$ cat src/rtl/sync_fifo_param.sv
`default_nettype none
// +----------------------------------------------------------------------------+
// | sync_fifo_param: single-clock FIFO with level, thresholds, sticky errors,  |
// | synchronous flush and optional first-word-fall-through read.               |
// | Revision: 1.0                                                              |
// +----------------------------------------------------------------------------+
module sync_fifo_param #(
  parameter int DATA_W   = 8,
  parameter int DEPTH    = 16,
  parameter int AF_LEVEL = 14,
  parameter int AE_LEVEL = 2,
  parameter int FWFT     = 0
) (
  input  logic                       clk,
  input  logic                       rst,
  input  logic                       flush,
  input  logic                       wr_en,
  input  logic [DATA_W-1:0]          wr_data,
  input  logic                       rd_en,
  output logic [DATA_W-1:0]          rd_data,
  output logic                       rd_valid,
  output logic [$clog2(DEPTH):0]     level,
  output logic                       full,
  output logic                       empty,
  output logic                       almost_full,
  output logic                       almost_empty,
  output logic                       overflow,
  output logic                       underflow,
  input  logic                       clr_err
);

  localparam int AW = $clog2(DEPTH);
  localparam int LW = AW + 1;
  localparam logic [LW-1:0] C_DEPTH = LW'(DEPTH);
  localparam logic [LW-1:0] C_AF    = LW'(AF_LEVEL);
  localparam logic [LW-1:0] C_AE    = LW'(AE_LEVEL);

  if (AF_LEVEL < 1 || AF_LEVEL > DEPTH) begin : g_bad_af
    $error("sync_fifo_param: AF_LEVEL must be in 1..DEPTH");
  end
  if (AE_LEVEL < 0 || AE_LEVEL > DEPTH - 1) begin : g_bad_ae
    $error("sync_fifo_param: AE_LEVEL must be in 0..DEPTH-1");
  end
  if (DEPTH < 2 || (1 << AW) != DEPTH) begin : g_bad_depth
    $error("sync_fifo_param: DEPTH must be a power of two >= 2");
  end

  logic [DATA_W-1:0] mem_q [DEPTH];
  logic [AW-1:0]     wr_ptr_q, wr_ptr_d;
  logic [AW-1:0]     rd_ptr_q, rd_ptr_d;
  logic [LW-1:0]     level_q, level_d;
  logic              overflow_q, overflow_d;
  logic              underflow_q, underflow_d;
  logic              wr_acc, rd_acc;

  // Flags decode the level register only, never same-cycle requests.
  assign full         = (level_q == C_DEPTH);
  assign empty        = (level_q == '0);
  assign almost_full  = (level_q >= C_AF);
  assign almost_empty = (level_q <= C_AE);
  assign level        = level_q;
  assign overflow     = overflow_q;
  assign underflow    = underflow_q;

  always_comb begin
    wr_acc      = wr_en && !full && !flush;
    rd_acc      = rd_en && !empty && !flush;
    wr_ptr_d    = wr_ptr_q;
    rd_ptr_d    = rd_ptr_q;
    level_d     = level_q;
    overflow_d  = (overflow_q && !clr_err) || (wr_en && full && !flush);
    underflow_d = (underflow_q && !clr_err) || (rd_en && empty && !flush);
    if (flush) begin
      wr_ptr_d = '0;
      rd_ptr_d = '0;
      level_d  = '0;
    end else begin
      if (wr_acc) wr_ptr_d = wr_ptr_q + AW'(1);
      if (rd_acc) rd_ptr_d = rd_ptr_q + AW'(1);
      if (wr_acc && !rd_acc)      level_d = level_q + LW'(1);
      else if (rd_acc && !wr_acc) level_d = level_q - LW'(1);
    end
  end

  always_ff @(posedge clk or posedge rst) begin
    if (rst) begin
      wr_ptr_q    <= '0;
      rd_ptr_q    <= '0;
      level_q     <= '0;
      overflow_q  <= 1'b0;
      underflow_q <= 1'b0;
    end else begin
      wr_ptr_q    <= wr_ptr_d;
      rd_ptr_q    <= rd_ptr_d;
      level_q     <= level_d;
      overflow_q  <= overflow_d;
      underflow_q <= underflow_d;
    end
  end

  // Storage is not reset; the rst term keeps a write from landing during reset.
  always_ff @(posedge clk) begin
    if (wr_acc && !rst) mem_q[wr_ptr_q] <= wr_data;
  end

  if (FWFT != 0) begin : g_fwft
    assign rd_data  = mem_q[rd_ptr_q];
    assign rd_valid = !empty;
  end else begin : g_reg_read
    logic [DATA_W-1:0] rd_data_q, rd_data_d;
    logic              rd_valid_q, rd_valid_d;

    always_comb begin
      rd_data_d  = rd_data_q;
      rd_valid_d = 1'b0;
      if (rd_acc) begin
        rd_data_d  = mem_q[rd_ptr_q];
        rd_valid_d = 1'b1;
      end
    end

    always_ff @(posedge clk or posedge rst) begin
      if (rst) begin
        rd_data_q  <= '0;
        rd_valid_q <= 1'b0;
      end else begin
        rd_data_q  <= rd_data_d;
        rd_valid_q <= rd_valid_d;
      end
    end

    assign rd_data  = rd_data_q;
    assign rd_valid = rd_valid_q;
  end

endmodule
`default_nettype wire

$ cat config.mk
export PLATFORM = sky130hd
export DESIGN_NAME = sync_fifo_param
export DESIGN_NICKNAME = d
export VERILOG_FILES = /design/src/rtl/sync_fifo_param.sv
export SDC_FILE = /design/constraint.sdc
export NUM_CORES = 1
export LEC_CHECK = 0
export CAP_MARGIN = 30
export CELL_PAD_IN_SITES_DETAIL_PLACEMENT = 0
export CELL_PAD_IN_SITES_GLOBAL_PLACEMENT = 1
export CORE_MARGIN = 2
export CORE_UTILIZATION = 30
export CTS_CLUSTER_DIAMETER = 120
export DETAILED_ROUTE_END_ITERATION = 12
export GPL_TIMING_DRIVEN = 0
export PLACE_DENSITY = 0.55
export SLEW_MARGIN = 20
export SYNTH_ARGS = -nofsm -noshare
export SYNTH_HDL_FRONTEND = slang
export SYNTH_SLANG_ARGS = --single-unit
$ cat constraint.sdc
create_clock -name clk -period 5.1 [get_ports clk]
set_clock_uncertainty 0.15 [all_clocks]
set_input_delay 1.275 -clock clk [delete_from_list [all_inputs] [get_ports clk]]
set_output_delay 1.275 -clock clk [all_outputs]
set_load 0.01 [all_outputs]
==> impl_metrics.csv, run 1 <==
group,metric,value,unit
worst_setup_path,cp-endpoint,"full",
final_layout,area.combinational,1750,µm²
global_routing,antenna_found_initial,0,
place,dp_cells,664,
final_layout,fin_cells,701,
clocking,root_buffer,"clkbuf_16",
worst_setup_path,setup.worst_path.start,"level[1]",
min_path,hold_path_depth,2,
pwr,pwr-share-seq,41.6,%
final_layout,final_nets,442,
floorplanning,rows,52,
detailed_routing,finalWirelength,14.2,mm
logic_synthesis,ys_sh_simple,5.14,%
floorplanning,core_area,20400,µm²
min_path,min_from,"rd_data[7]",
logic_synthesis,mux_area_share,14.3,%
place,dpl.hpwl,9.39,mm
worst_setup_path,cp-end-kind,"primary output",
clocking,clkSlewWorstSetupHoldPaths,0.06,ns
logic_synthesis,synth-seq-cells,152,
place,dpl-instance-area,7030,µm²
final_timing,fin_crit,3.83,ns
final_layout,drive_gt1_share,20.6,%
logic_synthesis,ys_sh_xor,0.837,%
pwr,pwr-share-comb,23.0,%
worst_setup_path,r2r_cells,7,
final_layout,flop_area,4440,µm²
pwr,seq-power,0.00150,W
logic_synthesis,ys_seq_share,70.8,%
worst_setup_path,crit_type,"flip-flop to primary output",
pwr,leakage,2.57,nW
worst_setup_path,startpoint_type,"flip-flop",
clocking,numClockSinks,152,
pwr,ir_drop,0.000233,V
detailed_routing,viasPerCell,4.91,
detailed_routing,dr_total_vias,3442,
pwr,clk-power,0.00127,W
logic_synthesis,yosysUniqueCellTypes,43,
final_layout,nFillCells,1875,
clocking,clkLatencyLatePin,0.42,ns
detailed_routing,drt_iter0_drc,366,
logic_synthesis,ys_cells,354,
min_path,whs_endpoint,"rd_data[7]",
final_timing,rsz0062_at_grt,"false",
global_routing,grt_pass1_vias,3523,
final_timing,period_used_share,75.2,%
detailed_routing,wl_met2,7.04,mm
logic_synthesis,synth-adder-area-share,2.11,%
pwr,power.total,0.00360,W
outcome,outcome,"completed",
final_timing,setup-tns-final,0,ns
clocking,ctsResizeCount,0,
logic_synthesis,synthArstFlopShare,15.8,%
global_routing,gr-max-usage-layer,"met2",
final_timing,finalSetupViolCount,0,
detailed_routing,drc,0,
final_timing,fin_ws,1.27,ns
logic_synthesis,syn_area,6280,µm²
clocking,h-tree-depth,4,
floorplanning,die_area,22100,µm²
logic_synthesis,synthCells,354,
final_layout,synthToLayoutAreaGrowth,22.1,%
floorplanning,die_y,149,µm
final_layout,most-common-layout-cells,"128 x edfxtp_1, 33 x clkdlybuf4s50_1, 31 x mux4_2",
floorplanning,die_w,149,µm
logic_synthesis,top_area_share,61.2,%
logic_synthesis,ys.flop_type,"edfxtp_1",
global_routing,grt_pass1_wl,21.7,mm
clocking,cts_hold_buf,0,
logic_synthesis,synth_area_leader_cell,"edfxtp_1",
logic_synthesis,ys_top_logic_family,"multiplexers",
run 1: worst max-delay path, cell delays in order, from the launching register on:
cell             delay [ns]
dfrtp_1                0.53
or4_1                  0.55
clkbuf_1               0.23
nor2_1                 0.14
clkdlybuf4s50_1        0.54
run 1: registers in the layout, indices dropped and copies added, names as in the netlist:
| name | flops |
|---|---|
| wr_ptr_q | 4 |
| overflow | 1 |
| rd_valid | 1 |
| level | 5 |
| underflow | 1 |
| rd_data | 8 |
| rd_ptr_q | 4 |
| mem_q | 128 |
run 1: area by class of cell:
cell class	instances	share of cell area (%)
sequential	152	58.0
multi-input combinational	178	22.8
clock buffer	19	5.65
timing repair buffer	45	5.58
tap	270	4.41
clock inverter	13	2.22
buffer	17	1.01
inverter	7	0.343
==> run_1/ff_map.png <==
(3 px per µm)
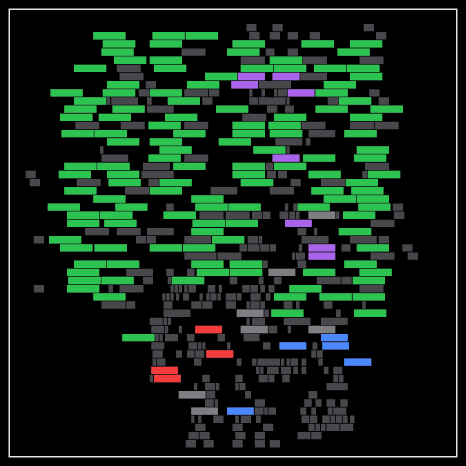
Purple shows `rd_data`, flops 8. Blue shows `level`, flops 5, where lower right. Red shows `wr_ptr_q`, flops 4, where bottom center. Green shows `mem_q`, flops 128.

==> run_1/closeup.png <==
Window x 101 to 121, y 27 to 47 µm. Cells in gray, sequential cells in the stronger gray; small squares are vias.
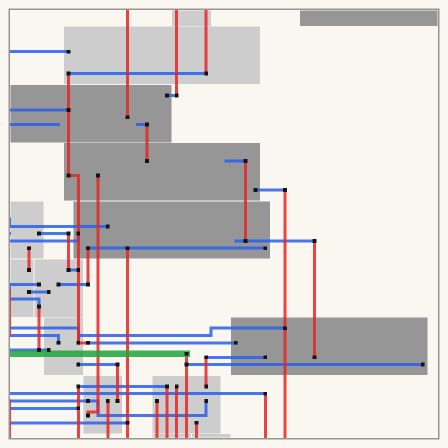
Green shows M3. Red shows M2. Blue shows M1.
Sequential cells in the window: 4. Netlist names of flops here include `level` (3), `rd_ptr_q` (1). 11 logic cells have their middle in the window. Most frequent: dfrtp_1 (4), o21ai_0 (2), a21oi_1 (2).

==> run_1/congestion_map.png <==
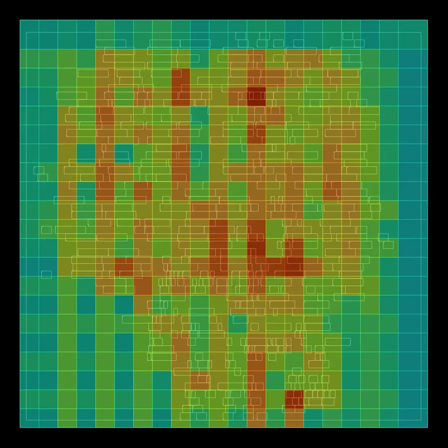
GR Util All Layers: 13.8%
GRT met3 Usage: 3.59%
met2 usage: 21.9%
routed len/inst: 20.2 µm
Finished Core Util: 37.7%

==> run_1/layers.png <==
(2 px per µm)
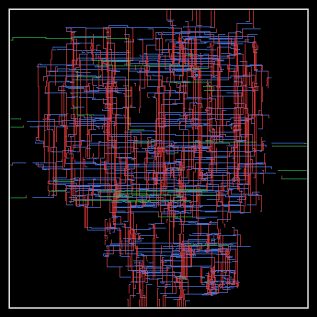
Orange shows M4, wire length 67.3 µm. Green shows M3, wire length 589 µm. Blue shows M1, wire length 6480 µm. Red shows M2, wire length 7040 µm.

==> inputs of run 2 (changes only) <==
Settings changed: PLACE_DENSITY 0.55 to 0.57.
Clock period 5.1 ns to 3.1 ns, I/O delays scaled along.
==> run_2/closeup.png <==
Window x 101 to 121, y 27 to 47 µm. Cells in gray, sequential cells in the stronger gray; small squares are vias.
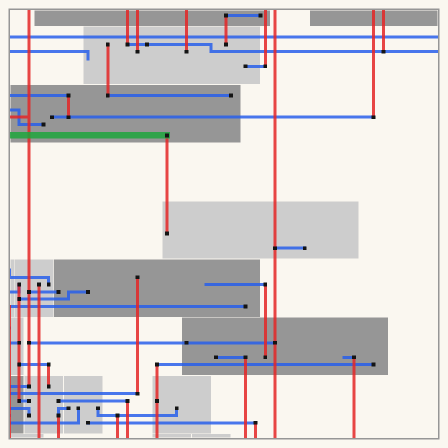
Green shows M3. Red shows M2. Blue shows M1.
9 logic cells have their middle in the window. Sequential cells in the window: 3. Netlist names of flops here include `level` (2), `mem_q` (1). Most frequent: a21oi_1 (2), dfrtp_2 (2).

==> run 2 against run 1 <==
Worst hold slack worse by 0.019 ns. Worst setup slack worse by 1.2 ns. Sequential power grew 63%. Total power rose by 59%. Critical endpoint is now almost_empty. Largest power group unchanged. Highest routed layer unchanged.
==> impl_metrics.csv, run 2 <==
group,metric,value,unit
final_timing,fin_ws,0.103,ns
worst_setup_path,crit_path_top_delay_cell,"clkdlybuf4s50_1",
final_layout,inv_count,7,
final_layout,comb_share,23.3,%
worst_setup_path,r2r_cells,7,
global_routing,gr-max-usage-layer,"met2",
logic_synthesis,ys.flop_type,"edfxtp_1",
pwr,seq-power,0.00245,W
logic_synthesis,synthCells,354,
logic_synthesis,ys_seq_share,70.8,%
outcome,outcome,"completed",
worst_setup_path,cp-end-kind,"primary output",
final_timing,setup-tns-final,0,ns
final_layout,ff_count,152,
final_layout,fin_util,37.5,%
detailed_routing,drt_iter0_drc,264,
logic_synthesis,synth-seq-cells,152,
worst_setup_path,startpoint_type,"flip-flop",
final_layout,flop_area,4450,µm²
pwr,power.total,0.00571,W
floorplanning,die_w,149,µm
final_timing,rsz0062_at_grt,"false",
final_layout,n_clock_buffer,18,
worst_setup_path,setup.worst_path.start,"level[4]",
final_layout,drive_gt1_share,23.8,%
final_layout,most-common-layout-cells,"128 x edfxtp_1, 31 x mux4_2, 28 x clkdlybuf4s50_1",
final_layout,largest_register,"mem_q",
final_layout,fin_cells,698,
detailed_routing,wl_met2,7.14,mm
floorplanning,tap_cells,270,
clocking,clkLatencyLatePin,0.43,ns
final_layout,comb_cells,178,
final_layout,buffer_area_share,6.63,%
final_timing,fin_crit,3.00,ns
global_routing,grt_pass1_vias,3597,
detailed_routing,drc,0,
clocking,numClockSinks,152,
worst_setup_path,crit_type,"flip-flop to primary output",
pwr,clk-power,0.00186,W
logic_synthesis,synthArstFlopShare,15.8,%
detailed_routing,post_drt_wl_per_cell,20.5,µm
final_layout,synthToLayoutAreaGrowth,21.5,%
final_timing,finalSetupViolCount,0,
floorplanning,rows,52,
clocking,root_buffer,"clkbuf_16",
pwr,pwr-share-comb,24.6,%
clocking,ctsResizeCount,14,
clocking,cts_hold_buf,0,
final_layout,largest_class,"flip-flops and latches",
logic_synthesis,ys_cells,354,
place,dp_cells,664,
pwr,leakage,2.55,nW
logic_synthesis,synth_area_leader_cell,"edfxtp_1",
worst_setup_path,cp_top_family,"buffers and inverters",
global_routing,gr-usage-met2,22.6,%
floorplanning,core_area,20400,µm²
final_layout,nFillCells,1881,
global_routing,antenna_found_initial,0,
place,dpl-instance-area,7040,µm²
clocking,clkSlewWorstSetupHoldPaths,0.06,ns
floorplanning,die_area,22100,µm²
worst_setup_path,max_stage_delay,0.61,ns
detailed_routing,dr_total_vias,3388,
clocking,h-tree-depth,4,
==> run 2: cells by family (layout without fill, tap and decap cells) <==
kind of cell | count (synthesis) | count (layout) | share of synthesized area, %
flops | 152 | 152 | 70.8
buf+inv | 24 | 98 | 1.65
compound gates | 45 | 45 | 5.14
fa+ha+maj | 10 | 10 | 2.11
xor+xnor | 6 | 6 | 0.837
simple gates | 66 | 66 | 5.14
mux | 51 | 51 | 14.3
==> run 2: worst min path at each step <==
stage                from    endpoint  slack [ns]
4_1_cts        rd_data[2]  rd_data[2]        0.36
6_report       rd_data[2]  rd_data[2]        0.35
3_3_place_gp   rd_data[2]  rd_data[2]        0.32
3_5_place_dp   rd_data[2]  rd_data[2]        0.34
2_1_floorplan  rd_data[0]  rd_data[0]        0.37
5_1_grt        rd_data[6]  rd_data[6]        0.40
No activity file was given, so power comes from the tool's default toggle rates.
